### src/rtl/booth_pkg.sv
// Shared definitions for the Booth datapath operand shift register.
// Holds the direction encoding, the sequencer state type and the legal STEP values.
package booth_pkg;

    // Shift direction encoding (dir input and latched copy)
    localparam logic DIR_RIGHT = 1'b0;
    localparam logic DIR_LEFT  = 1'b1;

    // Legal bits-per-shift values: radix-2 and radix-4 Booth
    localparam int STEP_R2 = 1;
    localparam int STEP_R4 = 2;

    // Auto-shift sequencer states
    typedef enum logic {
        IDLE = 1'b0,
        RUN  = 1'b1
    } seq_state_e;

endpackage

### src/rtl/booth_shreg_seq.sv
// N-step shift sequencer for booth_shreg.
// Accepts a "shift N" command while idle, then produces one shift enable per
// cycle for exactly N cycles, with busy while running and a one-cycle done
// pulse coinciding with busy falling. A zero count produces only done.
module booth_shreg_seq
    import booth_pkg::*;
#(
    parameter int CNTW = 4
) (
    input  logic            clk,
    input  logic            rst_ni,
    input  logic            init_i,
    input  logic            ld_i,
    input  logic            start_i,
    input  logic [CNTW-1:0] cnt_i,
    output logic            busy_o,
    output logic            done_o,
    output logic            shift_en_o,
    output logic            accept_o
);

    seq_state_e      state_q, state_d;
    logic [CNTW-1:0] left_q,  left_d;
    logic            done_q,  done_d;

    // Next-state logic: init aborts silently; ld outranks start while idle.
    always_comb begin
        // NOTE: every output of this block gets a default first so no path leaves it unassigned and no latch is inferred.
        state_d    = state_q;
        left_d     = left_q;
        done_d     = 1'b0;
        shift_en_o = 1'b0;
        accept_o   = 1'b0;
        if (init_i) begin
            state_d = IDLE;
            left_d  = '0;
        end else begin
            unique case (state_q)
                IDLE: begin
                    if (start_i && !ld_i) begin
                        if (cnt_i == '0) begin
                            done_d = 1'b1;
                        end else begin
                            state_d  = RUN;
                            left_d   = cnt_i;
                            accept_o = 1'b1;
                        end
                    end
                end
                RUN: begin
                    shift_en_o = 1'b1;
                    left_d     = left_q - CNTW'(1);
                    if (left_q == CNTW'(1)) begin
                        state_d = IDLE;
                        done_d  = 1'b1;
                    end
                end
                default: state_d = IDLE;
            endcase
        end
    end

    // State, remaining-step counter and done pulse registers.
    always_ff @(posedge clk or negedge rst_ni) begin
        // NOTE: sequential state uses non-blocking assignments so every register samples pre-edge values.
        if (!rst_ni) begin
            state_q <= IDLE;
            left_q  <= '0;
            done_q  <= 1'b0;
        end else begin
            state_q <= state_d;
            left_q  <= left_d;
            done_q  <= done_d;
        end
    end

    assign busy_o = (state_q == RUN);
    assign done_o = done_q;

endmodule

### src/rtl/booth_shreg.sv
// Parametrised serial/parallel shift register for Booth multiplier operands.
// Supports WIDTH bits, STEP (1 or 2) bits per shift, left/right direction,
// arithmetic right shift and an autonomous N-step shift sequence.
// Optional: define SHREG_ROTATE_EN to add the rot input (rotate instead of fill).
module booth_shreg
    import booth_pkg::*;
#(
    parameter int WIDTH = 6,
    parameter int STEP  = STEP_R2,
    parameter int CNTW  = 4
) (
    input  logic             clk,
    input  logic             rst,
    input  logic             init,
    input  logic             ld,
    input  logic             sh,
    input  logic             dir,
    input  logic             arith,
`ifdef SHREG_ROTATE_EN
    input  logic             rot,
`endif
    input  logic             start,
    input  logic [CNTW-1:0]  cnt,
    input  logic [STEP-1:0]  serin,
    input  logic [WIDTH-1:0] parin,
    output logic [WIDTH-1:0] parout,
    output logic [STEP-1:0]  serout,
    output logic             busy,
    output logic             done
);

    logic [WIDTH-1:0] par_q, par_d;
    logic [WIDTH-1:0] shifted;
    logic [STEP-1:0]  fill;
    logic             dir_q, arith_q, rot_q;
    logic             rot_live;
    logic             eff_dir, eff_arith, eff_rot;
    logic             shift_en, accept;

`ifdef SHREG_ROTATE_EN
    assign rot_live = rot;
`else
    assign rot_live = 1'b0;
`endif

    booth_shreg_seq #(
        .CNTW (CNTW)
    ) u_seq (
        .clk        (clk),
        .rst_ni     (rst),
        .init_i     (init),
        .ld_i       (ld),
        .start_i    (start),
        .cnt_i      (cnt),
        .busy_o     (busy),
        .done_o     (done),
        .shift_en_o (shift_en),
        .accept_o   (accept)
    );

    // While a sequence runs the mode bits come from the copy latched at start.
    assign eff_dir   = busy ? dir_q   : dir;
    assign eff_arith = busy ? arith_q : arith;
    assign eff_rot   = busy ? rot_q   : rot_live;

    // One shift step in the effective direction with the selected fill source.
    always_comb begin
        fill    = serin;
        shifted = par_q;
        if (eff_dir == DIR_RIGHT) begin
            if (eff_rot) begin
                fill = par_q[STEP-1:0];
            end else if (eff_arith) begin
                fill = {STEP{par_q[WIDTH-1]}};
            end
            shifted = {fill, par_q[WIDTH-1:STEP]};
        end else begin
            if (eff_rot) begin
                fill = par_q[WIDTH-1:WIDTH-STEP];
            end
            shifted = {par_q[WIDTH-1-STEP:0], fill};
        end
    end

    // Register next value: init > ld > start > sh; only the sequencer shifts while busy.
    always_comb begin
        par_d = par_q;
        if (init) begin
            par_d = '0;
        end else if (busy) begin
            if (shift_en) begin
                par_d = shifted;
            end
        end else if (ld) begin
            par_d = parin;
        end else if (start) begin
            par_d = par_q;
        end else if (sh) begin
            par_d = shifted;
        end
    end

    // Datapath register and the mode bits captured when a sequence is accepted.
    always_ff @(posedge clk or negedge rst) begin
        if (!rst) begin
            par_q   <= '0;
            dir_q   <= DIR_RIGHT;
            arith_q <= 1'b0;
            rot_q   <= 1'b0;
        end else begin
            par_q <= par_d;
            if (accept) begin
                dir_q   <= dir;
                arith_q <= arith;
                rot_q   <= rot_live;
            end
        end
    end

    assign parout = par_q;
    assign serout = (eff_dir == DIR_LEFT) ? par_q[WIDTH-1:WIDTH-STEP] : par_q[STEP-1:0];

endmodule
### config.mk
export PLATFORM = sky130hd
export DESIGN_NAME = booth_shreg
export DESIGN_NICKNAME = d
export VERILOG_FILES = /design/src/rtl/booth_pkg.sv /design/src/rtl/booth_shreg_seq.sv /design/src/rtl/booth_shreg.sv
export SDC_FILE = /design/constraint.sdc
export NUM_CORES = 1
export LEC_CHECK = 0
export ABC_AREA = 1
export CAP_MARGIN = 0
export CORE_MARGIN = 5
export CORE_UTILIZATION = 30
export CTS_BUF_LIST = sky130_fd_sc_hd__clkbuf_4 sky130_fd_sc_hd__clkbuf_8
export CTS_CLUSTER_DIAMETER = 30
export DETAILED_ROUTE_END_ITERATION = 8
export PLACE_DENSITY_LB_ADDON = 0.3
export REMOVE_ABC_BUFFERS = 1
export SLEW_MARGIN = 5
export SYNTH_ARGS = -nofsm -noshare
export SYNTH_HDL_FRONTEND = slang
export SYNTH_SLANG_ARGS = --single-unit
### constraint.sdc
create_clock -name clk -period 1.5 [get_ports clk]
set_input_delay 0.3 -clock clk [delete_from_list [all_inputs] [get_ports clk]]
set_output_delay 0.3 -clock clk [all_outputs]
set_load 0.1 [all_outputs]
==> impl_metrics.env, run 1 <==
# yosys + openroad results
export IMPL_logic_area_um2=495
export IMPL_worst_pin_slew_ns=0.307
export IMPL_peakVddDrop_mv=0.669
export IMPL_drtAntennaViolNets=0
export IMPL_grt_pass1_wl_um=4310
export IMPL_areaGrowthSynthToFinish_pct=68.3
export IMPL_clk_pin_slew_ns=0.09
export IMPL_cts_hold_buffers=0
export IMPL_placementRows=19
export IMPL_antenna_found_initial=0
export IMPL_final_nets=203
export IMPL_violations="setup timing"
export IMPL_diodes=0
export IMPL_ys_cells=135
export IMPL_critPathLaunch="u_seq.busy_o"
export IMPL_critPathKind="reg2out"
export IMPL_syn_cell_area_um2=877
export IMPL_r2r_end="arith_q"
export IMPL_synthCells=135
export IMPL_yosysWarnings=0
export IMPL_max_cap_viol_count=0
export IMPL_remaining_drc_errors=0
export IMPL_yosysSeqAreaShare_pct=39.9
export IMPL_crit_arrival_ns=1.32
export IMPL_cts_sinks=14
export IMPL_setup_ws_ns=-0.116
export IMPL_outcome="finished, violations left"
export IMPL_fin_cells=212
export IMPL_post_cts_buffers=3
export IMPL_drive_above_1_share_pct=22.7
export IMPL_final_common_cell="nand2_1"
export IMPL_ys_area_um2=877
export IMPL_globalRoute_totalOverflow=0
export IMPL_whs_ns=0.304
export IMPL_comb_share_pct=33.6
export IMPL_worstPathMaxFanout=5
export IMPL_ys_flop_type="dfrtp_1"
export IMPL_first_pass_iters=4
export IMPL_setup_viol=1
run 1: state kept, by name, indices dropped and copies added (netlist names):
signal and flops:
u_seq.done_o 1, dir_q 1, arith_q 1, u_seq.busy_o 1, parout 6, u_seq.left_q 4
run 1: worst max-delay path, cell delays in order, from the launching register on:
cell	delay, ns
dfrtp_2	0.44
inv_2	0.07
nand2_2	0.06
nand2_4	0.07
nand2_2	0.05
o21ai_2	0.06
buf_4	0.13
buf_12	0.16
run 1: cells by family after synthesis:
family	share of synthesized area (%)
buffers and inverters	8.13
adders and majority gates	2.85
DFF	39.9
AOI/OAI and AO/OA	11.0
and+or+nand+nor	38.1
run 1: worst min-delay path by stage:
stage,startpoint,end,slack (ns),cells after the start
finish,rst,u_seq.left_q[0],0.30,2
global route,rst,u_seq.left_q[0],0.33,2
CTS,rst,u_seq.left_q[0],0.31,2
detailed placement,u_seq.left_q[3],u_seq.left_q[3],0.50,2
global placement,u_seq.left_q[1],u_seq.left_q[1],0.49,2
floorplan,rst,arith_q,0.004,0
run 1: layer usage:
| metal | share of wire [%] | wire length, um | vias to the layer above | global-route usage, % |
|---|---|---|---|---|
| li1 | - | - | 518 | - |
| met1 | 42 | 1090 | 472 | 16.3 |
| met2 | 51 | 1340 | 30 | 21.1 |
| met3 | 5.3 | 138 | 4 | 4.03 |
| met4 | 2.0 | 53 | 0 | 7.01 |
| met5 | 0 | 0 | - | 0 |
run 1: report_power, final:
part           leakage [nW]  switching (W)  internal (W)  total (W)
Sequential            0.182      0.0000475      0.000420   0.000467
Clock                0.0210       0.000133      0.000148   0.000281
Combinational         0.527       0.000362      0.000248   0.000610
Total                 0.730       0.000542      0.000816    0.00136
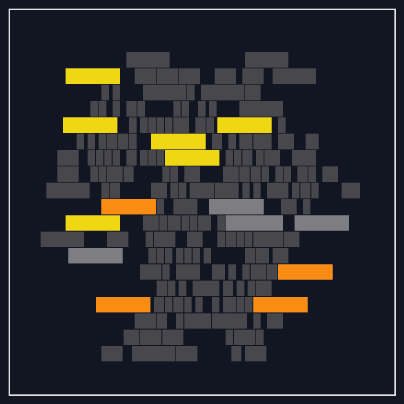
**Above:** run 1 (sequential cells colored by netlist name).
Drawn at 6 px/um.
u_seq.left_q -> orange  # flops 4, where south
parout -> yellow  # flops 6
not colored = 4
Sequential cell area: 352 um^2
Seq/total area: 23.8%

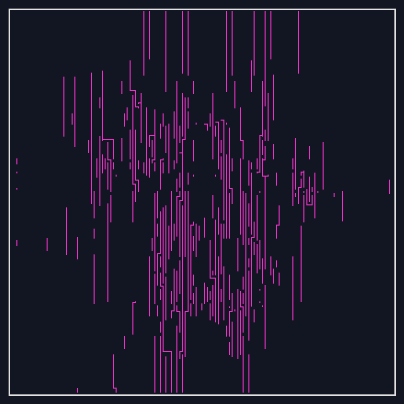
**Above:** run 1 (signal wires on met2).
Drawn at 6 px/um.
nets with wire on the layer = 164
main direction = vertical
longest straight run = 24.3 um
wire length on this layer = 1,340 um

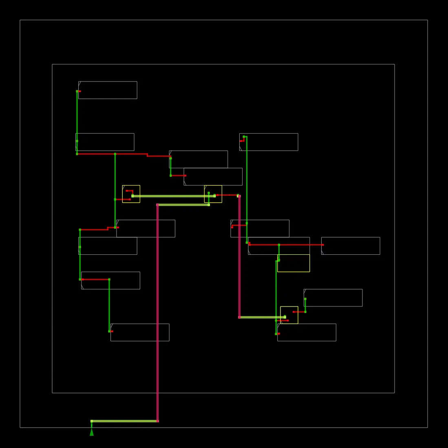
**Above:** run 1 (the clock network).
Setup Skew: 0.00497 ns
seq_cells: 14
CTS buffer count: 3
clock-net power: 0.000281 W

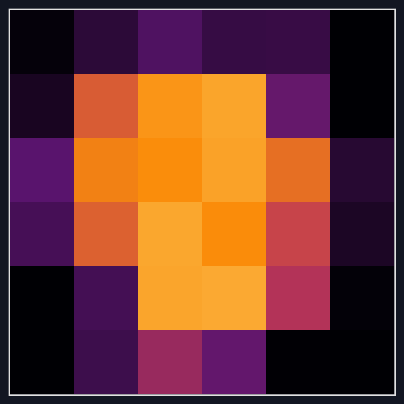
**Above:** run 1 (cell area per tile).
Drawn at 6 px/um. The die is cut into 6 by 6 equal tiles; black is low, pale yellow is high, 0 to 100% covered.
emptiest ninth of the die = south-west
densest ninth of the die = center
tiles over 75% full = 19%

==> inputs of run 2 (changes only) <==
- CORE_UTILIZATION: 30 -> 45
- DONT_BUFFER_PORTS: default -> 1
- REMOVE_ABC_BUFFERS: 1 -> default
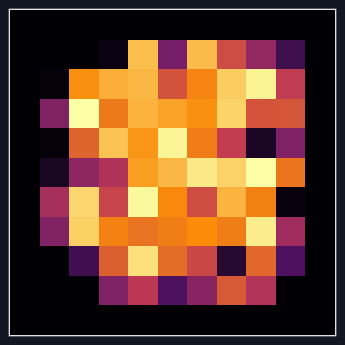
**Above:** run 2 (cell area per tile).
Drawn at 6 px/um. The die is cut into 11 by 11 equal tiles; black is low, pale yellow is high, 0 to 100% covered.
nearly empty tiles = 40%
emptiest ninth of the die = south-west
mean over tiles = 37%
densest ninth of the die = center
fullest tile = 100%

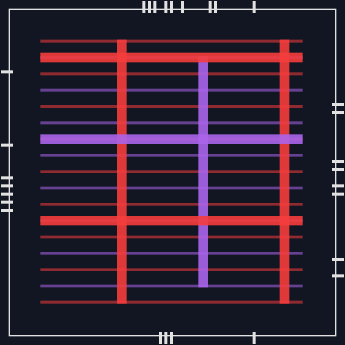
**Above:** run 2 (power grid).
Drawn at 6 px/um. Pins as bars on the die edge.
VDD -> purple
VSS -> red
met5 straps = 3
met4 straps = 3

==> run 2 against run 1 <==
The flow still finishes with violations (setup timing). Global-route usage rose by 4.4 points. Sequential cell count unchanged. Fmax shrank 0.40%. Via count shrank 9.0%. Combinational power shrank about 20%. Clock power shrank about 10%. Critical endpoint unchanged. Largest power group unchanged. Highest routed layer unchanged.
==> impl_metrics.env, run 2 <==
# yosys + openroad results
export IMPL_largest_reg_flops=6
export IMPL_worst_pin_slew_ns=0.653
export IMPL_ys_area_um2=877
export IMPL_clk_pin_slew_ns=0.10
export IMPL_final_nets=177
export IMPL_slowest_delay_ns=0.53
export IMPL_fa_ha_area_share_pct=2.85
export IMPL_ys_flop_type="dfrtp_1"
export IMPL_globalRoute_totalOverflow=0
export IMPL_setup_ws_ns=-0.122
export IMPL_ys_sh_simple_pct=38.1
export IMPL_worst_path_dominant_cell_family="flip-flops"
export IMPL_grt_use_met2_pct=27.9
export IMPL_critPathLaunch="u_seq.busy_o"
export IMPL_aoi_share_pct=11.0
export IMPL_ys_cells=135
export IMPL_violations="setup timing"
export IMPL_syn_cell_area_um2=877
export IMPL_worstPathMaxFanout=5
export IMPL_crit_path_top_delay_cell="dfrtp_4"
export IMPL_first_pass_iters=4
export IMPL_antenna_found_initial=0
export IMPL_diodes=0
export IMPL_drive_above_1_share_pct=21.9
export IMPL_fin_cells=182
export IMPL_numCtsBuffers=3
export IMPL_mux_share_pct=0
export IMPL_yosysWarnings=0
export IMPL_crit_arrival_ns=1.32
export IMPL_gr_usage_met1_pct=21.4
export IMPL_xor_area_share_pct=0
export IMPL_yosysSeqAreaShare_pct=39.9
export IMPL_use_met3_pct=6.65
export IMPL_drtAntennaViolNets=0
export IMPL_netlist_logic_family_top="simple AND/OR/NAND/NOR gates"
export IMPL_max_cap_viol_count=0
export IMPL_cts_sinks=14
export IMPL_setup_viol=1
export IMPL_outcome="finished, violations left"
export IMPL_crit_buf_inv=1
export IMPL_areaGrowthSynthToFinish_pct=28.7
export IMPL_critPathKind="reg2out"
export IMPL_whs_ns=0.130
export IMPL_peakVddDrop_mv=0.735
export IMPL_placementRows=16
run 2: cell counts after synthesis:
No cell type changed its count.
run 2: cells by family (layout without fill, tap and decap cells):
family / after synthesis / after routing
simple gates: 83 / 83
compound gates: 18 / 18
buf+inv: 18 / 38
flops: 14 / 14
fa+ha+maj: 2 / 2
run 2: worst paths after layout:
check,end,cells past startpoint,slack (ns)
min reg2reg,u_seq.left_q[3],2,0.52
max,serout,4,-0.12
min in group asynchronous,u_seq.done_o,1,0.47
max reg2reg,parout[4],7,0.11
max in group asynchronous,u_seq.busy_o,1,0.53
min,dir_q,2,0.13
run 2: where the power goes:
part           switching, W  internal [W]  leakage [nW]
combinational      0.000347      0.000139         0.389
sequential        0.0000345      0.000422         0.179
clock              0.000130      0.000121        0.0184
total              0.000511      0.000682         0.587
run 2: through the flow:
stage | util, % | setup WS (ns) | instance area [um^2]
after CTS | 58.8 | -0.129 | 1120
after detailed placement | 54.6 | 0.0453 | 1040
after floorplan | - | -0.241 | 910
after global routing | 59.3 | -0.178 | 1130
after global placement | 54.6 | 0.0788 | 1040
final | 59.3 | -0.122 | 1130
run 2: layout make-up:
cell class	count	area [um^2]	share of cell area, %
tap	27	33.8	2.99
clock buffer	4	30.0	2.66
inverter	17	66.3	5.88
timing repair buffer	17	146	13.0
sequential	14	357	31.6
multi-input combinational	103	495	43.9
run 2: what timing repair did:
item / in CTS / in global routing
setup endpoints to repair: 1 / 5
setup buffers: 4 / 0
hold buffers: 1 / 0
cloned: 0 / 0
pin swaps: 1 / 0
hold endpoints to repair: 14 / 0
resized: 3 / 3
run 2: layer usage:
metal	part of all wire, %	vias to the layer above	wire [um]
li1	-	468	-
met1	42	426	991
met2	49	36	1150
met3	7.7	2	180
met4	0.51	0	12
met5	0	-	0
Power figures rest on the tool's default switching activity, not on a simulated workload.
